==> config.mk <==
export PLATFORM = sky130hd
export DESIGN_NAME = btn_mode_ctrl
export DESIGN_NICKNAME = d
export VERILOG_FILES = /design/src/rtl/btn_mode_ctrl.sv
export SDC_FILE = /design/constraint.sdc
export NUM_CORES = 1
export LEC_CHECK = 0
export CAP_MARGIN = 15
export CORE_MARGIN = 5
export CORE_UTILIZATION = 63
export CTS_CLUSTER_DIAMETER = 60
export DETAILED_ROUTE_END_ITERATION = 10
export PLACE_DENSITY_LB_ADDON = 0.08
export SLEW_MARGIN = 15
export SYNTH_ARGS = -nofsm -noshare
export SYNTH_HDL_FRONTEND = slang
export SYNTH_SLANG_ARGS = --single-unit
==> constraint.sdc <==
create_clock -name clk -period 6.09 [get_ports clk]
set_input_delay 0.609 -clock clk [delete_from_list [all_inputs] [get_ports clk]]
set_output_delay 0.609 -clock clk [all_outputs]
set_load 0.005 [all_outputs]
==> src/rtl/btn_mode_ctrl.sv <==
// Button-driven filter-mode controller: edge detect, priority arbitration,
// long-press auto-repeat, and valid/ready delivery of the new mode.
module btn_mode_ctrl #(
  parameter  int unsigned NUM_MODES    = 8,
  parameter  int unsigned HOLD_TICKS   = 50_000_000,
  parameter  int unsigned REPEAT_TICKS = 10_000_000,
  localparam int unsigned MODE_W       = $clog2(NUM_MODES)
) (
  input  logic              clk,
  input  logic              rst_n,
  input  logic              btn_next,
  input  logic              btn_prev,
  input  logic              btn_home,
  input  logic              pipe_ready,
  output logic [MODE_W-1:0] mode_req,
  output logic              mode_valid,
  output logic [MODE_W-1:0] mode,
  output logic              repeat_active,
  output logic              busy
);

  localparam int unsigned TICK_MAX = (HOLD_TICKS > REPEAT_TICKS) ? HOLD_TICKS : REPEAT_TICKS;
  localparam int unsigned CNT_W    = $clog2(TICK_MAX) + 1;

  localparam logic [MODE_W-1:0] MODE_MAX    = MODE_W'(NUM_MODES - 1);
  localparam logic [CNT_W-1:0]  HOLD_LAST   = CNT_W'(HOLD_TICKS - 1);
  localparam logic [CNT_W-1:0]  REPEAT_LAST = CNT_W'(REPEAT_TICKS - 1);

  typedef enum logic [1:0] {
    ST_IDLE,
    ST_PUSH,
    ST_HOLD
  } state_t;

  typedef enum logic [1:0] {
    DIR_NEXT,
    DIR_PREV,
    DIR_HOME
  } dir_t;

  state_t             state_q, state_d;
  dir_t               dir_q, dir_d;
  logic [2:0]         btn_q;
  logic [2:0]         btn_edge;
  logic [MODE_W-1:0]  mode_q, mode_d;
  logic [MODE_W-1:0]  req_q, req_d;
  logic               valid_q, valid_d;
  logic               rep_q, rep_d;
  logic [CNT_W-1:0]   cnt_q, cnt_d;
  logic               dir_btn;

  function automatic logic [MODE_W-1:0] step(input logic [MODE_W-1:0] m, input dir_t d);
    logic [MODE_W-1:0] r;
    r = '0;
    case (d)
      DIR_NEXT: r = (m == MODE_MAX) ? '0 : m + MODE_W'(1);
      DIR_PREV: r = (m == '0) ? MODE_MAX : m - MODE_W'(1);
      default:  r = '0;
    endcase
    return r;
  endfunction

  // Bit order {home, next, prev} matches arbitration priority.
  assign btn_edge = {btn_home, btn_next, btn_prev} & ~btn_q;

  always_comb begin
    dir_btn = 1'b0;
    case (dir_q)
      DIR_NEXT: dir_btn = btn_next;
      DIR_PREV: dir_btn = btn_prev;
      default:  dir_btn = btn_home;
    endcase
  end

  always_comb begin
    state_d = state_q;
    dir_d   = dir_q;
    mode_d  = mode_q;
    req_d   = req_q;
    valid_d = valid_q;
    rep_d   = rep_q;
    cnt_d   = cnt_q;
    case (state_q)
      ST_IDLE: begin
        if (btn_edge != 3'b000) begin
          if (btn_edge[2])      dir_d = DIR_HOME;
          else if (btn_edge[1]) dir_d = DIR_NEXT;
          else                  dir_d = DIR_PREV;
          req_d   = step(mode_q, dir_d);
          valid_d = 1'b1;
          rep_d   = 1'b0;
          state_d = ST_PUSH;
        end
      end
      ST_PUSH: begin
        if (valid_q && pipe_ready) begin
          mode_d  = req_q;
          valid_d = 1'b0;
          if (dir_q != DIR_HOME && dir_btn) begin
            cnt_d   = '0;
            state_d = ST_HOLD;
          end else begin
            state_d = ST_IDLE;
          end
        end
      end
      ST_HOLD: begin
        if (!dir_btn) begin
          rep_d   = 1'b0;
          state_d = ST_IDLE;
        end else if (cnt_q == (rep_q ? REPEAT_LAST : HOLD_LAST)) begin
          req_d   = step(mode_q, dir_q);
          valid_d = 1'b1;
          rep_d   = 1'b1;
          state_d = ST_PUSH;
        end else if (cnt_q != '1) begin
          cnt_d = cnt_q + CNT_W'(1);
        end
      end
      default: state_d = ST_IDLE;
    endcase
  end

  always_ff @(posedge clk or negedge rst_n) begin
    if (!rst_n) begin
      state_q <= ST_IDLE;
      dir_q   <= DIR_NEXT;
      btn_q   <= '0;
      mode_q  <= '0;
      req_q   <= '0;
      valid_q <= 1'b0;
      rep_q   <= 1'b0;
      cnt_q   <= '0;
    end else begin
      state_q <= state_d;
      dir_q   <= dir_d;
      btn_q   <= {btn_home, btn_next, btn_prev};
      mode_q  <= mode_d;
      req_q   <= req_d;
      valid_q <= valid_d;
      rep_q   <= rep_d;
      cnt_q   <= cnt_d;
    end
  end

  assign mode_req      = req_q;
  assign mode_valid    = valid_q;
  assign mode          = mode_q;
  assign repeat_active = rep_q;
  assign busy          = (state_q != ST_IDLE);

endmodule
==> reports/summary.rpt, run 1 <==
================================================================================
Setup tns final ...................................................         0 ns
Layout Area Growth over Synthesis .................................        9.17%
Library cell with the largest summed area after synthesis ......... sky130_fd_sc_hd__dfrtp_1
Clock buf/inv share ...............................................       0.0298
Drt first-iter violations .........................................          179
Number of instances in the synthesized netlist ....................          248
Post-detailed-route wirelength per cell ...........................      15.7 um
Tapcells ..........................................................           48
Num sequential ....................................................           42
Worst Slack Setup Final ...........................................      3.22 ns
Area enclosed by the die boundary .................................    5050 um^2
Run status ........................................................    completed
Routed Antenna Nets ...............................................            0
Min-delay worst type ..............................................     in2async
Post-synth cell types .............................................           41
Number of filler cells placed in the layout .......................          296
Number of diodes added for antenna fixing .........................            0
Number of input and output port buffers inserted ..................           14
Most Crowded Layer GR .............................................         met1
Number of levels the H-tree was split into ........................            2
Tool warnings .....................................................           28
Post-placement cell area ..........................................    2490 um^2
Met3 track utilization from global routing ........................       0.0369
Fin area ..........................................................    2560 um^2
Routability Congestion ............................................        0.894
Worst setup slack after placement .................................      2.96 ns
Clock buffer count from CTS .......................................            5
Required time of the critical path ................................      6.26 ns
Fraction of post-synthesis cell area in the top cell type by area .        0.448
CTS Hold Bufs .....................................................            0
Fmax ..............................................................      348 MHz
Met2 Use GR .......................................................        0.299
Fraction of standard cell area that is sequential .................        0.410
Post-route insts no fill ..........................................          309
Worst hold slack ..................................................     0.453 ns
Most area-consuming cells after synthesis ......................... sky130_fd_sc_hd__dfrtp_1 45%, sky130_fd_sc_hd__mux2i_1 8.1%, sky130_fd_sc_hd__nand2_1 6.1%, sky130_fd_sc_hd__nand3_1 3.6%, sky130_fd_sc_hd__ha_1 2.7%
Final setup violation count .......................................            0
Count of TritonRoute iterations in the first routing pass .........            4
Crit Path Max Fanout ..............................................           26
================================================================================
-- run 1: placed cells by master, fill, tap and decap left out, types with 2 or more instances in the layout --
cell                              instances
sky130_fd_sc_hd__nand3b_1                 2
sky130_fd_sc_hd__xnor2_1                  2
sky130_fd_sc_hd__o22a_1                   2
sky130_fd_sc_hd__and3_1                   9
sky130_fd_sc_hd__ha_1                     5
sky130_fd_sc_hd__nand3_1                 17
sky130_fd_sc_hd__inv_1                   10
sky130_fd_sc_hd__a31oi_1                  4
sky130_fd_sc_hd__o211ai_1                 3
sky130_fd_sc_hd__clkbuf_1                 2
sky130_fd_sc_hd__o31ai_1                  4
sky130_fd_sc_hd__o22ai_1                  2
sky130_fd_sc_hd__clkdlybuf4s50_1         13
sky130_fd_sc_hd__nor4_1                   3
sky130_fd_sc_hd__nand2b_1                 5
sky130_fd_sc_hd__a21oi_1                 12
sky130_fd_sc_hd__nand4_1                  8
sky130_fd_sc_hd__o21ai_0                  8
sky130_fd_sc_hd__dfrtp_1                 42
sky130_fd_sc_hd__o32ai_1                  2
sky130_fd_sc_hd__nor4b_1                  2
sky130_fd_sc_hd__and2_1                   9
sky130_fd_sc_hd__clkbuf_8                 5
sky130_fd_sc_hd__mux2i_1                 19
sky130_fd_sc_hd__nor2_1                   8
sky130_fd_sc_hd__nand2_1                 38
sky130_fd_sc_hd__nor3_1                   7
sky130_fd_sc_hd__mux2_2                   4
-- run 1: critical path: stages --
cell                              delay (ns)
sky130_fd_sc_hd__clkdlybuf4s50_1        0.51
sky130_fd_sc_hd__mux2i_1                0.08
sky130_fd_sc_hd__o21ai_0                0.55
sky130_fd_sc_hd__nand2b_1               0.69
sky130_fd_sc_hd__and2_1                 0.43
sky130_fd_sc_hd__o22a_1                 0.17
-- run 1: power by group --
part / switching [mW] / internal, mW / total (mW)
clock network: 0.0886 / 0.0790 / 0.168
registers: 0.0454 / 0.320 / 0.365
logic: 0.127 / 0.132 / 0.259
total: 0.261 / 0.530 / 0.791
-- run 1: worst max-delay path by stage --
stage | startpoint | to | slack [ns] | cells after the start
floorplan | cnt_q[17] | cnt_q[19] | 3.85 | 9
finish | btn_next | cnt_q[20] | 3.22 | 6
global placement | btn_prev | cnt_q[20] | 3.07 | 6
CTS | btn_next | cnt_q[20] | 3.27 | 6
global route | btn_next | cnt_q[20] | 3.08 | 6
detailed placement | btn_next | cnt_q[20] | 2.96 | 6
-- run 1: flip-flops by register name (all words and copies together), names as in the netlist --
name / cells
repeat_active: 1
mode: 3
state_q: 2
dir_q: 2
mode_valid: 1
btn_q: 3
mode_req: 3
cnt_q: 27
-- run 1: metal layers --
metal,vias up,share of wire
met5,-,0
met4,0,0.013
met3,7,0.072
met2,77,0.45
met1,917,0.46
li1,927,-
-- run 1: logic make-up (layout without fill, tap and decap cells) --
| logic type | Yosys count | count (layout) | synth area share |
|---|---|---|---|
| XOR/XNOR | 2 | 2 | 0.00746 |
| adder cells (fa/ha/maj) | 5 | 5 | 0.0267 |
| multiplexers | 23 | 23 | 0.100 |
| buffers and inverters | 18 | 31 | 0.0400 |
| AND/OR/NAND/NOR | 116 | 116 | 0.263 |
| flip-flops | 42 | 42 | 0.448 |
| AND-OR/OR-AND | 42 | 42 | 0.115 |
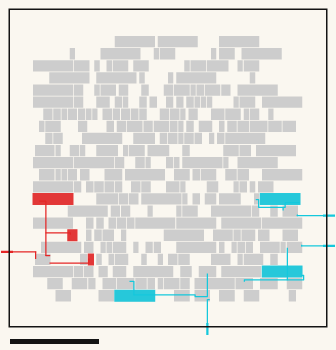
run_1/port_nets.png
Bar = 20 um.
[cyan] `mode_req` | bits: 3 | direction: output | end cells: 3 | buffers: 3 | wire: 78.5 um
[red] `btn_home` | bits: 1 | direction: input | end cells: 3 | buffers: 1 | wire: 37.0 um

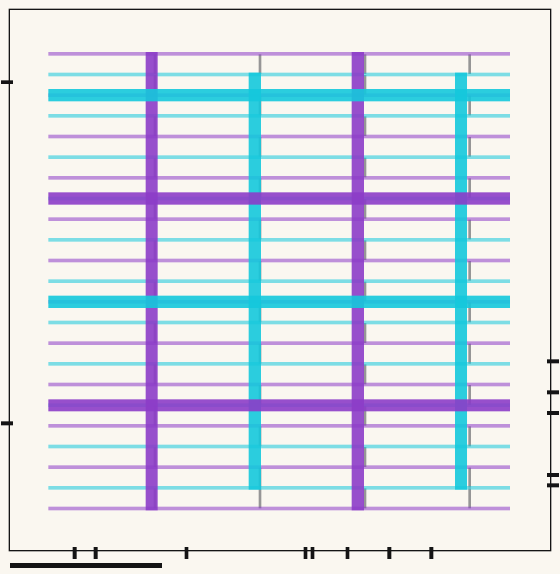
run_1/pdn.png
Bar = 20 um. Pins as bars on the die edge. Tap cells in gray.
[cyan] VDD
[purple] VSS
met5 straps: 4
met4 straps: 4
tap cells: 48
met1 rails: 23

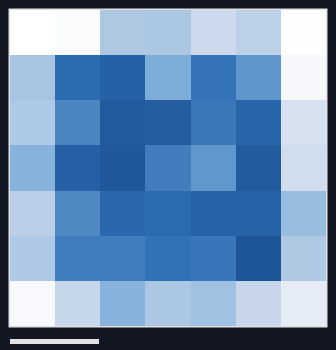
run_1/density.png
Bar = 20 um. 7 x 7 tiles, from white (low) to dark blue (high), 0 to 100% covered.
densest ninth of the die: middle
tiles over 75% full: 27%
mean over tiles: 50%
core footprint: 3630 um^2
effective utilization at floorplan: 0.646
utilization after layout: 0.705

==> run 1 -> run 2 <==
- CORE_UTILIZATION: 63 -> 53
- clock period: 6.09 -> 2.32 ns (I/O delays scaled with it)
==> reports/summary.rpt, run 2 <==
=====================================================================================================
Run status .............................................................................    completed
Worst hold slack .......................................................................    0.0874 ns   -0.366 ns
Met3 track utilization from global routing .............................................       0.0366   -0.000289
Post-synth cell types ..................................................................           41   unchanged
Portion of netlist area occupied by mux cells ..........................................        0.100   unchanged
Most frequent standard cell in the layout excluding fill and tap cells ................. sky130_fd_sc_hd__dfrtp_1
Fmax ...................................................................................      441 MHz
Most area-consuming cells after synthesis .............................................. sky130_fd_sc_hd__dfrtp_1 45%, sky130_fd_sc_hd__mux2i_1 8.1%, sky130_fd_sc_hd__nand2_1 6.1%, sky130_fd_sc_hd__nand3_1 3.6%, sky130_fd_sc_hd__ha_1 2.7%
Layout Area Growth over Synthesis ......................................................        22.8%
Count of TritonRoute iterations in the first routing pass ..............................            4   unchanged
Number of diodes added for antenna fixing ..............................................            0   unchanged
Tool warnings ..........................................................................           29   +3.6%
Design internal power ..................................................................      1.56 mW   +190%
Drt first-iter violations ..............................................................          192   +7.3%
Area fraction in and, or, nand and nor cells after synthesis ...........................        0.263   unchanged
CTS Hold Bufs ..........................................................................            0   unchanged
XOR-XNOR Cells, Area Fraction ..........................................................      0.00746   unchanged
Effective utilization at floorplan .....................................................        0.543   -0.103
Sequential fraction of design power ....................................................        0.418   -0.043
Area enclosed by the die boundary ......................................................    5860 um^2   +16%
Library cell with the largest summed area after synthesis .............................. sky130_fd_sc_hd__dfrtp_1
RSZ-0062 raised after global routing ...................................................          yes
Switching power total ..................................................................     0.732 mW   +180%
Number of instances in the synthesized netlist .........................................          248   unchanged
Share of power burned in the clock network .............................................        0.249   +0.037
Crit Path Max Fanout ...................................................................            5   -81%
Post-detailed-route wirelength per cell ................................................      16.3 um   +4.0%
Top Layout Cells ....................................................................... 42 x sky130_fd_sc_hd__dfrtp_1, 36 x sky130_fd_sc_hd__nand2_1, 28 x sky130_fd_sc_hd__buf_4, 19 x sky130_fd_sc_hd__mux2i_1, 15 x sky130_fd_sc_hd__nand3_1
Most Crowded Layer GR ..................................................................         met1
Met2 Use GR ............................................................................        0.279   -0.0196
Required time of the critical path .....................................................      2.50 ns   -3.76 ns
Routed Antenna Nets ....................................................................            0   unchanged
Post-synthesis share of cell area spent on full adders, half adders and majority gates .       0.0267   unchanged
Final Hold Violation Tally .............................................................            0
Fraction of post-synthesis cell area in the top cell type by area ......................        0.448   unchanged
Final setup violation count ............................................................            0   unchanged
Routability Congestion .................................................................        0.897   +0.36%
Min-delay worst type ...................................................................     in2async
Dominant non-sequential cell family after synthesis .................................... simple AND/OR/NAND/NOR gates
Overall power after layout .............................................................      2.29 mW
Fraction of power spent switching nets .................................................        0.319   -0.0107
Proportion of layout cells with a drive suffix above 1 .................................        0.188
Number of levels the H-tree was split into .............................................            2   unchanged
=====================================================================================================
## run 2: cell counts after synthesis
Identical to the previous run, type by type.
## run 2: area by class of cell
cell class / instances / share of cell area
Timing Repair Buffer: 45 / 0.129
Clock buffer: 5 / 0.0239
Tap cell: 52 / 0.0226
Sequential cell: 42 / 0.365
Inverter: 10 / 0.0130
Clock inverter: 3 / 0.0139
Multi-Input combinational cell: 188 / 0.433
## run 2: cells by family after synthesis
logic type,count (synthesis)
AOI/OAI and AO/OA,42
muxes,23
buffers and inverters,18
adders and majority gates,5
DFF,42
xor gates and xnor gates,2
and+or+nand+nor,116
## run 2: worst paths after layout
check | start | to | slack [ns] | depth (start not counted)
max | cnt_q[10] | cnt_q[1] | 0.05 | 8
max reg2reg | cnt_q[10] | cnt_q[1] | 0.05 | 8
min reg2reg | cnt_q[5] | cnt_q[5] | 0.48 | 1
min in group clk | btn_prev | btn_q[0] | 0.44 | 1
max in group asynchronous | rst_n | btn_q[1] | 1.62 | 1
min | rst_n | mode[2] | 0.09 | 1
## run 2: layer usage
layer / wire (um) / part of all wire
met4: 57 / 0.010
met5: 0 / 0
met1: 2680 / 0.48
met3: 370 / 0.066
met2: 2520 / 0.45
## run 2: stage by stage
stage | std cells | area (um^2) | worst slack, ns | util
3_3_place_gp | 335 | 2710 | 0.0883 | 0.626
3_5_place_dp | 335 | 2710 | 0.0224 | 0.626
5_1_grt | 345 | 2880 | -0.0150 | 0.667
4_1_cts | 343 | 2820 | 0.0194 | 0.652
6_report | 345 | 2880 | 0.0538 | 0.667
2_1_floorplan | 248 | 2350 | 0.0847 | -
## run 2: power groups by stage
stage	sequential, mW	clock, mW	combinational (mW)
global placement	0.965	0	0.734
floorplan	0.940	0	0.446
global route	0.984	0.627	0.853
CTS	0.959	0.582	0.750
detailed placement	0.972	0	0.748
finish	0.959	0.572	0.762
## run 2: critical path, cell delays in order, from the launching register on
cell and delay, ns:
sky130_fd_sc_hd__dfrtp_1 0.39, sky130_fd_sc_hd__or4bb_1 0.51, sky130_fd_sc_hd__o22a_1 0.21, sky130_fd_sc_hd__o41a_1 0.41, sky130_fd_sc_hd__buf_4 0.16, sky130_fd_sc_hd__nand3_4 0.10, sky130_fd_sc_hd__buf_6 0.13, sky130_fd_sc_hd__and2_1 0.16
sky130_fd_sc_hd__o22ai_1 0.08
## run 2: what timing repair did
action                                 CTS  global route
gates resized                            1            12
pin swaps                                0             2
setup buffers                            0             1
endpoints found under the hold margin    0             0
cloned                                   0             1
setup endpoints to repair                3            21
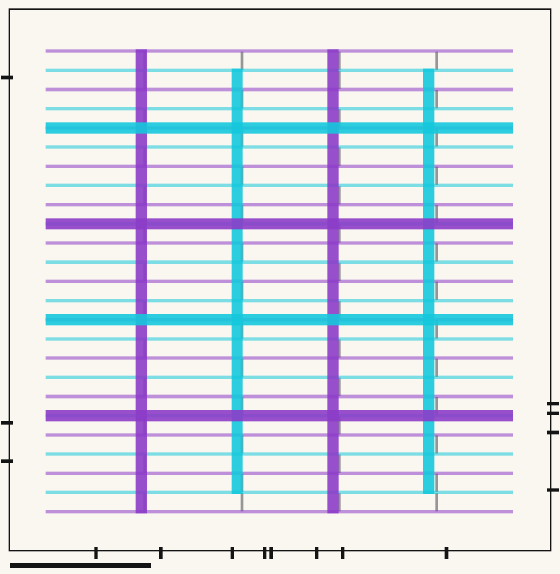
run_2/pdn.png
Bar = 20 um. Pins as bars on the die edge. Tap cells in gray.
[cyan] VDD
[purple] VSS
met5 straps: 4
met4 straps: 4
met1 rails: 25
die outline width: 76.6 um
core footprint: 4320 um^2
y dimension of the die: 76.6 um
maximum resistive drop on vdd: 0.630 mV

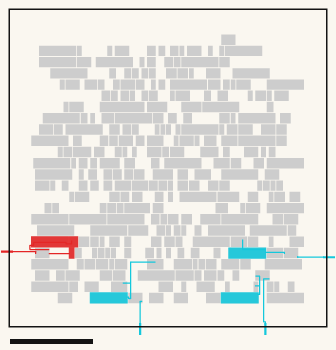
run_2/port_nets.png
Bar = 20 um.
[red] `btn_home` | bits: 1 | direction: input | end cells: 3 | buffers: 1 | wire: 28.8 um
[cyan] `mode_req` | bits: 3 | direction: output | end cells: 3 | buffers: 3 | wire: 62.9 um
number of placed I/O pins: 15
number of input and output port buffers inserted: 14

==> run 2 -> run 3 <==
- CELL_PAD_IN_SITES_DETAIL_PLACEMENT: unset -> 0
- CELL_PAD_IN_SITES_GLOBAL_PLACEMENT: unset -> 1
- CORE_UTILIZATION: 53 -> 41
- HOLD_SLACK_MARGIN: unset -> 0.12
==> reports/summary.rpt, run 3 <==
================================================================================
Number of instances in the synthesized netlist ....................          248   unchanged
Post-placement cell area ..........................................    2780 um^2   +2.8%
Overall power after layout ........................................      2.27 mW   -1.0%
Area fraction in and, or, nand and nor cells after synthesis ......        0.263   unchanged
Final setup violation count .......................................            0   unchanged
Min-delay worst type ..............................................     in2async
Final Hold Violation Tally ........................................            0   unchanged
Run status ........................................................    completed
XOR-XNOR Cells, Area Fraction .....................................      0.00746   unchanged
Number of diodes added for antenna fixing .........................            0   unchanged
Count of TritonRoute iterations in the first routing pass .........            4   unchanged
Most area-consuming cells after synthesis ......................... sky130_fd_sc_hd__dfrtp_1 45%, sky130_fd_sc_hd__mux2i_1 8.1%, sky130_fd_sc_hd__nand2_1 6.1%, sky130_fd_sc_hd__nand3_1 3.6%, sky130_fd_sc_hd__ha_1 2.7%
Drt first-iter violations .........................................          134   -30%
Switching power total .............................................     0.782 mW   +6.9%
Post-detailed-route wirelength per cell ...........................      16.0 um   -1.6%
Fraction of post-synthesis cell area in the top cell type by area .        0.448   unchanged
Design internal power .............................................      1.49 mW   -4.7%
Sequential fraction of design power ...............................        0.419   about the same
Fmax ..............................................................      443 MHz   +0.43%
Number of placed I/O pins .........................................           15   unchanged
Cell Count Post-Placement .........................................          360   +7.5%
Routability Congestion ............................................        0.815   -9.1%
Post-route insts no fill ..........................................          373   +8.1%
Portion of netlist area occupied by mux cells .....................        0.100   unchanged
Number of levels the H-tree was split into ........................            2   unchanged
Number of input and output port buffers inserted ..................           14   unchanged
Worst hold slack ..................................................     0.308 ns   +0.220 ns
Crit Path Max Fanout ..............................................            8   +3
Layout Area Growth over Synthesis .................................        27.0%
Post-synth cell types .............................................           41   unchanged
================================================================================
==> run 3: cell counts after synthesis <==
Identical to the previous run, type by type.
==> run 3: cell families (layout without fill, tap and decap cells) <==
family | Yosys count | count (layout)
buffers and inverters | 18 | 71
AND-OR/OR-AND | 42 | 42
flip-flops | 42 | 42
multiplexers | 23 | 23
adder cells (fa/ha/maj) | 5 | 5
XOR/XNOR | 2 | 2
AND/OR/NAND/NOR | 116 | 116
==> run 3: timing repair <==
action                                  4_1_cts  5_1_grt
endpoints found under the setup margin        7       10
pin swaps                                     0        5
buffers inserted                              0        3
gates resized                                 2        7
hold endpoints to repair                     22        0
gates cloned                                  0        1
hold buffers                                  1        0
==> run 3: critical path, cell delays in order (launching register included) <==
cell and delay (ns):
sky130_fd_sc_hd__dfrtp_1 0.41, sky130_fd_sc_hd__or4b_1 0.50, sky130_fd_sc_hd__o32a_1 0.18, sky130_fd_sc_hd__o41a_1 0.41
sky130_fd_sc_hd__and3_4 0.23, sky130_fd_sc_hd__buf_4 0.14, sky130_fd_sc_hd__and3_1 0.16, sky130_fd_sc_hd__mux2i_1 0.11
==> run 3: final cells by class <==
class | instances | area, um^2 | share of cell area
repair buffers | 53 | 480 | 0.161
flip-flops and latches | 42 | 1050 | 0.352
multi-input cells | 188 | 1230 | 0.413
inverters | 10 | 37.5 | 0.0126
clock buffers | 5 | 68.8 | 0.0231
clock inverters | 3 | 21.3 | 0.00713
well taps | 72 | 90.1 | 0.0302
==> run 3: per-layer routing <==
metal	vias to the layer above	wire length (um)	track usage
li1	1008	-	-
met5	-	0	0
met2	30	2650	0.253
met4	0	41	0.0388
met1	971	3080	0.260
met3	5	210	0.0317
==> run 3: final timing paths <==
check / startpoint / endpoint / slack (ns) / depth (start not counted)
setup / recovery: cnt_q[17] / cnt_q[15] / 0.06 / 7
setup reg to reg: cnt_q[17] / cnt_q[15] / 0.06 / 7
min in group clk: btn_prev / btn_q[0] / 0.42 / 1
hold reg to reg: cnt_q[5] / cnt_q[5] / 0.48 / 1
hold / removal: rst_n / cnt_q[22] / 0.31 / 2
max in group asynchronous: rst_n / cnt_q[6] / 1.46 / 3
==> run 3: power groups by stage <==
stage / clock network [mW] / registers, mW / logic [mW]
after floorplan: 0 / 0.940 / 0.446
after global placement: 0 / 0.964 / 0.773
after detailed placement: 0 / 0.965 / 0.779
after CTS: 0.508 / 0.952 / 0.785
after global routing: 0.538 / 0.975 / 0.914
final: 0.494 / 0.950 / 0.825
==> run 3: stage by stage <==
stage	utilization	setup WS [ns]
5_1_grt	0.538	-0.00264
3_3_place_gp	0.502	0.0349
4_1_cts	0.521	0.0121
2_1_floorplan	-	0.0847
3_5_place_dp	0.502	-0.0448
6_report	0.538	0.0636
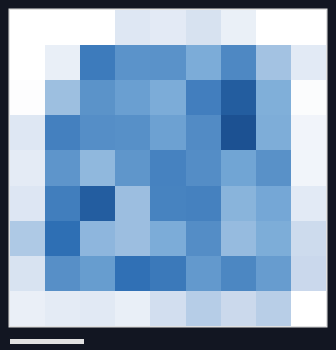
run_3/density.png
Bar = 20 um. 9 x 9 tiles, from white (low) to dark blue (high), 0 to 100% covered.
tiles over 75% full: 3.7%
fullest tile: 87%
nearly empty tiles: 9.9%
mean over tiles: 39%
utilization after layout: 0.538
effective utilization at floorplan: 0.424
core footprint: 5540 um^2

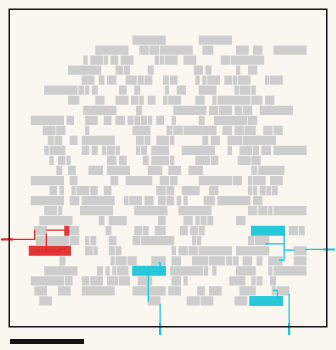
run_3/port_nets.png
Bar = 20 um.
[red] `btn_home` | bits: 1 | direction: input | end cells: 3 | buffers: 1 | wire: 27.9 um
[cyan] `mode_req` | bits: 3 | direction: output | end cells: 3 | buffers: 3 | wire: 55.3 um


## Gallery

Where the registers sit.
Bar = 20 um.
(a)
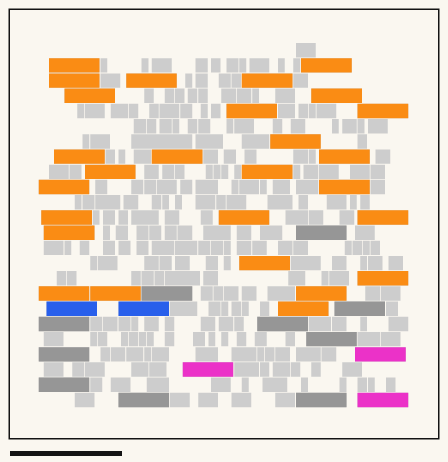
(b)
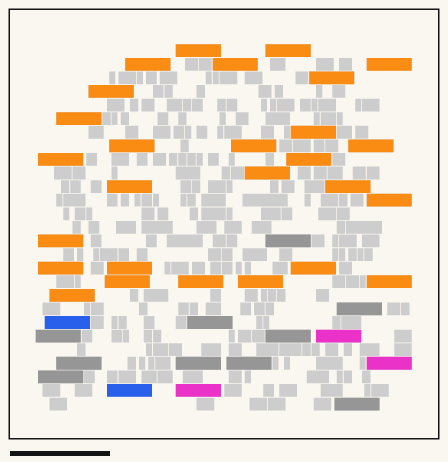
(c)
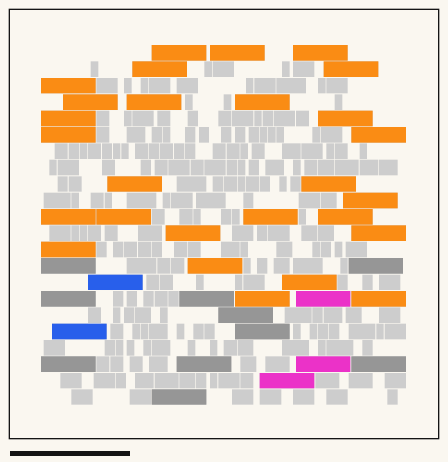
| picture | from |
|---|---|
| (a) | run 2 |
| (c) | run 1 |
| (b) | run 3 |
The one with the largest die is (b).
The one with the smallest die is (c).

Key to (c):
[magenta] `mode` | sequential cells: 3
[blue] `dir_q` | sequential cells: 2
[orange] `cnt_q` | sequential cells: 27
not colored: 10

Power and IR drop assume default switching activity.
